--- config.mk ---
export PLATFORM = sky130hd
export DESIGN_NAME = iobuf_stream_ctrl
export DESIGN_NICKNAME = d
export VERILOG_FILES = /design/src/rtl/iobuf_stream_ctrl.sv
export SDC_FILE = /design/constraint.sdc
export NUM_CORES = 2
export LEC_CHECK = 0
export CAP_MARGIN = 10
export CELL_PAD_IN_SITES_DETAIL_PLACEMENT = 0
export CELL_PAD_IN_SITES_GLOBAL_PLACEMENT = 1
export CORE_MARGIN = 3
export CORE_UTILIZATION = 41
export CTS_BUF_LIST = sky130_fd_sc_hd__clkbuf_4 sky130_fd_sc_hd__clkbuf_8
export DETAILED_ROUTE_END_ITERATION = 10
export PLACE_DENSITY_LB_ADDON = 0.1
export SYNTH_ARGS = -nofsm -noshare
export SYNTH_HDL_FRONTEND = slang
export SYNTH_SLANG_ARGS = --single-unit
--- constraint.sdc ---
create_clock -name CLK -period 5.5 [get_ports CLK]
set_input_delay 0.825 -clock CLK [delete_from_list [all_inputs] [get_ports CLK]]
set_output_delay 0.825 -clock CLK [all_outputs]
set_load 0.05 [all_outputs]
--- src/rtl/iobuf_stream_ctrl.sv ---
// Frame load/unload controller for the four-bank 64x64-bit FFT I/O buffer.
// Define IOBUF_LAST_EN to add the M_LAST end-of-frame marker output.
module iobuf_stream_ctrl #(
  parameter int unsigned N_ROWS = 64
) (
  input  logic        CLK,
  input  logic        RST,
  input  logic        START_LD,
  input  logic        START_UL,
  input  logic        S_VALID,
  output logic        S_READY,
  input  logic [63:0] S_DATA,
  output logic        M_VALID,
  input  logic        M_READY,
  output logic [63:0] M_DATA,
  output logic        BUSY,
  output logic        DONE,
  output logic        WE,
  output logic [5:0]  ADDR0,
  output logic [5:0]  ADDR1,
  output logic [5:0]  ADDR2,
  output logic [5:0]  ADDR3,
  output logic [63:0] D0,
  output logic [63:0] D1,
  output logic [63:0] D2,
  output logic [63:0] D3,
  input  logic [63:0] Q0,
  input  logic [63:0] Q1,
  input  logic [63:0] Q2,
  input  logic [63:0] Q3
`ifdef IOBUF_LAST_EN
  ,
  output logic        M_LAST
`endif
);

  typedef enum logic [2:0] {IDLE, LOAD, UL_ADDR, UL_CAP, UL_SEND} state_t;

  localparam logic [5:0] LAST_ROW = 6'(N_ROWS - 1);

  state_t      state;
  logic [5:0]  row;
  logic [5:0]  addr;
  logic [1:0]  lane;
  logic        cap_wait;
  logic [63:0] gather [4];
  logic [63:0] outbuf [4];

  assign S_READY = (state == LOAD);
  assign BUSY    = (state != IDLE);
  assign ADDR0   = addr;
  assign ADDR1   = addr;
  assign ADDR2   = addr;
  assign ADDR3   = addr;

  always_ff @(posedge CLK) begin
    if (RST) begin
      state    <= IDLE;
      row      <= '0;
      addr     <= '0;
      lane     <= '0;
      cap_wait <= 1'b0;
      gather   <= '{default: '0};
      outbuf   <= '{default: '0};
      WE       <= 1'b0;
      DONE     <= 1'b0;
      D0       <= '0;
      D1       <= '0;
      D2       <= '0;
      D3       <= '0;
      M_VALID  <= 1'b0;
      M_DATA   <= '0;
`ifdef IOBUF_LAST_EN
      M_LAST   <= 1'b0;
`endif
    end else begin
      WE   <= 1'b0;
      DONE <= 1'b0;
      case (state)
        IDLE: begin
          if (START_LD) begin
            state <= LOAD;
            row   <= '0;
            lane  <= '0;
          end else if (START_UL) begin
            state <= UL_ADDR;
            row   <= '0;
            lane  <= '0;
          end
        end
        LOAD: begin
          // S_READY is high throughout LOAD, so S_VALID alone marks an accept.
          if (S_VALID) begin
            if (lane != 2'd3) begin
              gather[lane] <= S_DATA;
              lane         <= lane + 2'd1;
            end else begin
              WE   <= 1'b1;
              addr <= row;
              D0   <= gather[0];
              D1   <= gather[1];
              D2   <= gather[2];
              D3   <= S_DATA;
              lane <= '0;
              if (row == LAST_ROW) begin
                state <= IDLE;
                DONE  <= 1'b1;
                row   <= '0;
              end else begin
                row <= row + 6'd1;
              end
            end
          end
        end
        UL_ADDR: begin
          addr     <= row;
          cap_wait <= 1'b0;
          state    <= UL_CAP;
        end
        UL_CAP: begin
          // First cycle lets the buffer register the address; Q is valid in the second.
          if (!cap_wait) begin
            cap_wait <= 1'b1;
          end else begin
            outbuf[0] <= Q0;
            outbuf[1] <= Q1;
            outbuf[2] <= Q2;
            outbuf[3] <= Q3;
            M_DATA    <= Q0;
            M_VALID   <= 1'b1;
            lane      <= '0;
            state     <= UL_SEND;
`ifdef IOBUF_LAST_EN
            M_LAST    <= 1'b0;
`endif
          end
        end
        UL_SEND: begin
          if (M_READY) begin
            if (lane != 2'd3) begin
              lane   <= lane + 2'd1;
              M_DATA <= outbuf[lane + 2'd1];
`ifdef IOBUF_LAST_EN
              M_LAST <= (row == LAST_ROW) && (lane == 2'd2);
`endif
            end else begin
              M_VALID <= 1'b0;
              lane    <= '0;
`ifdef IOBUF_LAST_EN
              M_LAST  <= 1'b0;
`endif
              if (row == LAST_ROW) begin
                state <= IDLE;
                DONE  <= 1'b1;
                row   <= '0;
              end else begin
                row   <= row + 6'd1;
                state <= UL_ADDR;
              end
            end
          end
        end
        default: state <= IDLE;
      endcase
    end
  end

endmodule

**Met2 routing**

Cells faint in the background.
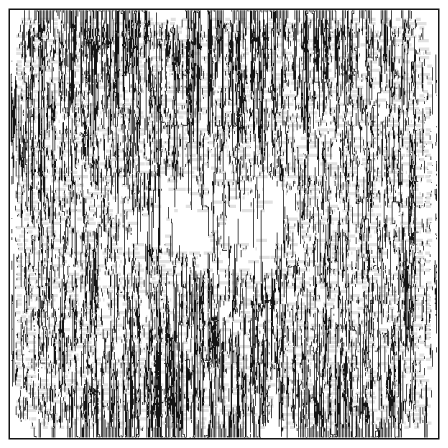
nets with wire on the layer	3,350
main direction	vertical
wire length on this layer	47.1 mm
share of all routed wire	48%
Via Count: 26,300
WL final: 99,100 um
GR Layer Usage met2: 41.3%

**Routing congestion map**

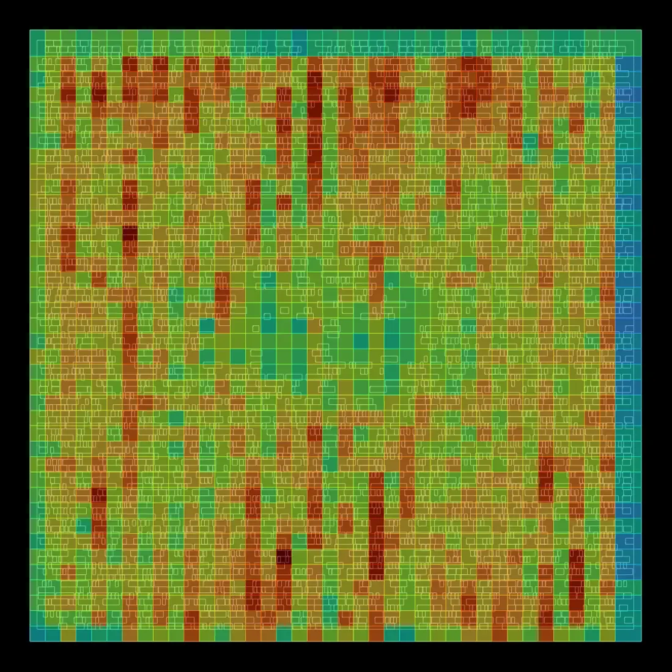
GRT Total Usage: 25.3%
grt met1 use: 31.1%

==> impl_metrics.json <==
{
  "fin_skew_ns": 0.0299,
  "cts_setup_buffers": 0,
  "clock_path_buffers": 3,
  "top_area_share_pct": 53.7,
  "ys_cells": 3659,
  "grt_pass1_wl_um": 148000,
  "hold_buffers": 0,
  "relSlewSlack_pct": 21.1,
  "ir_drop_v": 0.000169,
  "p_leak_nw": 13.1,
  "p_per_area_nw_per_um2": 336,
  "min_period_ns": 3.81,
  "yosys_most_used_dff": "dfxtp_1",
  "cts.sinks": 789,
  "die-area_um2": 75000,
  "tightest_slew_ns": 1.18,
  "r2r_end": "M_DATA[58]",
  "cp.arrival_ns": 2.99,
  "async_flop_share_pct": 0,
  "cts_buffers": 137,
  "fin_setup_tns_ns": 0,
  "syn_area_um2": 29400,
  "drv_cap": 0,
  "reg2reg_depth": 6,
  "syn_to_final_growth_pct": 33.9,
  "syn_nets": 3990,
  "critPathBufInv": 2,
  "hold_viol": 0,
  "outcome": "finished clean",
  "io_pins": 675,
  "rsz0062_at_grt": "no",
  "cts_tree": "done",
  "mi_logic_area_um2": 12300,
  "critPathMaxFanout": 17,
  "ys_area_um2": 29400,
  "ys_ff": 789,
  "drt-vias-per-instance": 5.02,
  "endpoint_kind": "primary output",
  "drtIter0Drc": 1674,
  "slowest_stage": "clkdlybuf4s50_1",
  "area_leaders": "dfxtp_1, nand2_1, a21oi_1",
  "route.antenna.remaining_nets": 0,
  "worstPathCellList": "or3b_1 -> inv_2 -> clkdlybuf4s50_1",
  "rrSetupSlack_ns": 1.99,
  "warning_count": 47,
  "yosysWarnings": 0,
  "required_ns": 4.68,
  "path_delay_family": "buffers and inverters",
  "first_global_vias": 24500,
  "dp_hpwl_um": 64200,
  "design_power_total_mw": 13.3,
  "yosysUniqueCellTypes": 50,
  "setup.worst_path.end": "S_READY",
  "reg2reg_from": "lane[0]",
  "coreArea_um2": 70500,
  "fp_util_pct": 41.7,
  "crit_type": "register to primary output",
  "io_buffers": 674
}
**Sequential cells coloured by netlist name**

Other sequential cells in the stronger grey, the rest of the logic in the fainter grey.
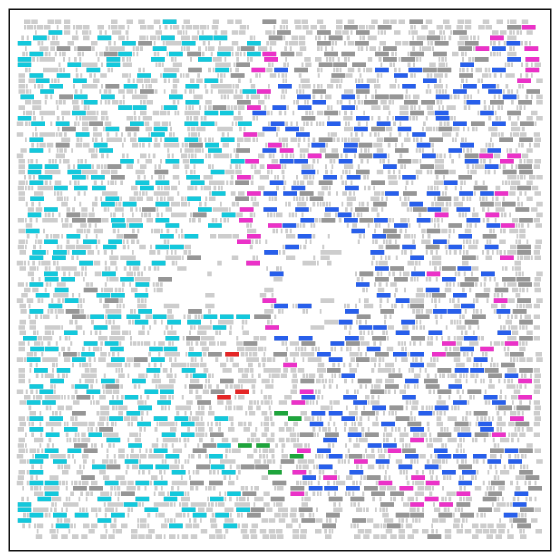
netlist name	colour	sequential cells
row	green	6
gather	blue	192
state	red	3
outbuf	cyan	256
D0	magenta	64
not coloured	268
end-of-flow core utilization: 55.9%
Sequential cell area: 15,800 um2

**The metal 3 layer**

The bar under the picture is 100 um long.
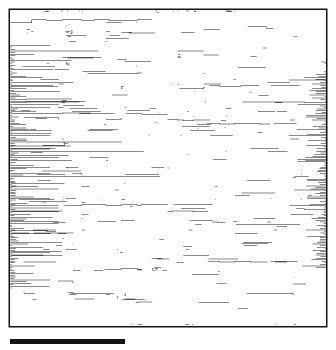
share of all routed wire	7.0%
wire length on this layer	6,910 um
nets with wire on the layer	383
longest straight run	130 um
met3 Use GR: 7.83%

-- cell type report --
class,instances,area share [%]
Inverter,10,0.0984
Tap cell,940,2.98
Multi-Input combinational cell,2544,31.2
Timing Repair Buffer,703,18.0
Clock inverter,21,0.527
Clock buffer,220,7.03
Antenna cell,12,0.0762
Sequential cell,789,40.1
-- metrics by stage --
step	hold WS, ns	instance area [um2]	setup WS, ns	cells
floorplan	0.432	29400	2.92	3659
global placement	0.438	36400	1.94	4986
detailed placement	0.440	36400	1.91	4986
CTS	0.436	39400	1.61	5227
global route	0.438	39400	1.56	5234
finish	0.440	39400	1.69	5239
-- cell usage after synthesis, types with 7 or more instances --
cell,n
a31oi_1,64
clkbuf_1,212
dfxtp_1,789
buf_1,16
buf_4,22
mux2i_1,7
nand2_1,1545
nor2_1,13
mux4_2,64
buf_2,63
inv_1,9
a21oi_1,712
o21ai_1,56
o21ai_0,15
-- per-layer routing --
metal | vias to the layer above | GRT usage, % | wire length, um
met5 | - | 0 | 186
met4 | 24 | 9.77 | 3030
met3 | 175 | 7.83 | 6910
met2 | 665 | 41.3 | 47100
met1 | 12300 | 31.1 | 41900
li1 | 13100 | - | -
-- placed cells by master (no fill, tap or decap), types with 13 or more instances in the layout --
cell and instances:
clkdlybuf4s50_1 673, clkbuf_8 179, dfxtp_1 788, mux4_2 64
nor2_1 13, o21ai_1 56, o21ai_0 15, clkbuf_4 41
nand2_1 1544, a21oi_1 712, a31oi_1 64, buf_4 18
-- where the power goes --
part           internal (mW)  total [mW]  switching (mW)
logic                  0.597        1.50           0.905
clock network           3.29        5.73            2.43
registers               5.87        6.03           0.163
-- worst min-delay path by stage --
| stage | from | to | slack [ns] | cells past startpoint |
|---|---|---|---|---|
| global placement | gather[123] | D2[59] | 0.44 | 2 |
| floorplan | gather[192] | D0[0] | 0.43 | 2 |
| CTS | gather[77] | D2[13] | 0.44 | 2 |
| global route | gather[118] | D2[54] | 0.44 | 2 |
| detailed placement | gather[249] | D0[57] | 0.44 | 2 |
| finish | gather[130] | D1[2] | 0.44 | 2 |
-- registers in the layout (all words and copies together), names as in the netlist --
signal and cells:
D3 64, outbuf 256, gather 192, ADDR0 6
row 6, D0 64, WE 1, cap_wait 1
D1 64, M_VALID 1, D2 64, DONE 1
state 3, M_DATA 64, lane 2
-- worst register-to-register path, cell delays in order (launching register included) --
cell and delay, ns:
dfxtp_4 0.62, ha_1 0.57, or4b_1 0.58, a221oi_4 0.94
buf_12 0.41, o21ai_0 0.16, a31oi_1 0.17
-- kinds of logic after synthesis --
group / after synthesis / synth area share, %
AND/OR/NAND/NOR: 1595 / 20.8
multiplexers: 71 / 5.14
AND-OR/OR-AND: 873 / 15.4
adder cells (fa/ha/maj): 5 / 0.213
flip-flops: 789 / 53.7
buffers and inverters: 326 / 4.78
Power is estimated from default activity; no workload was simulated.
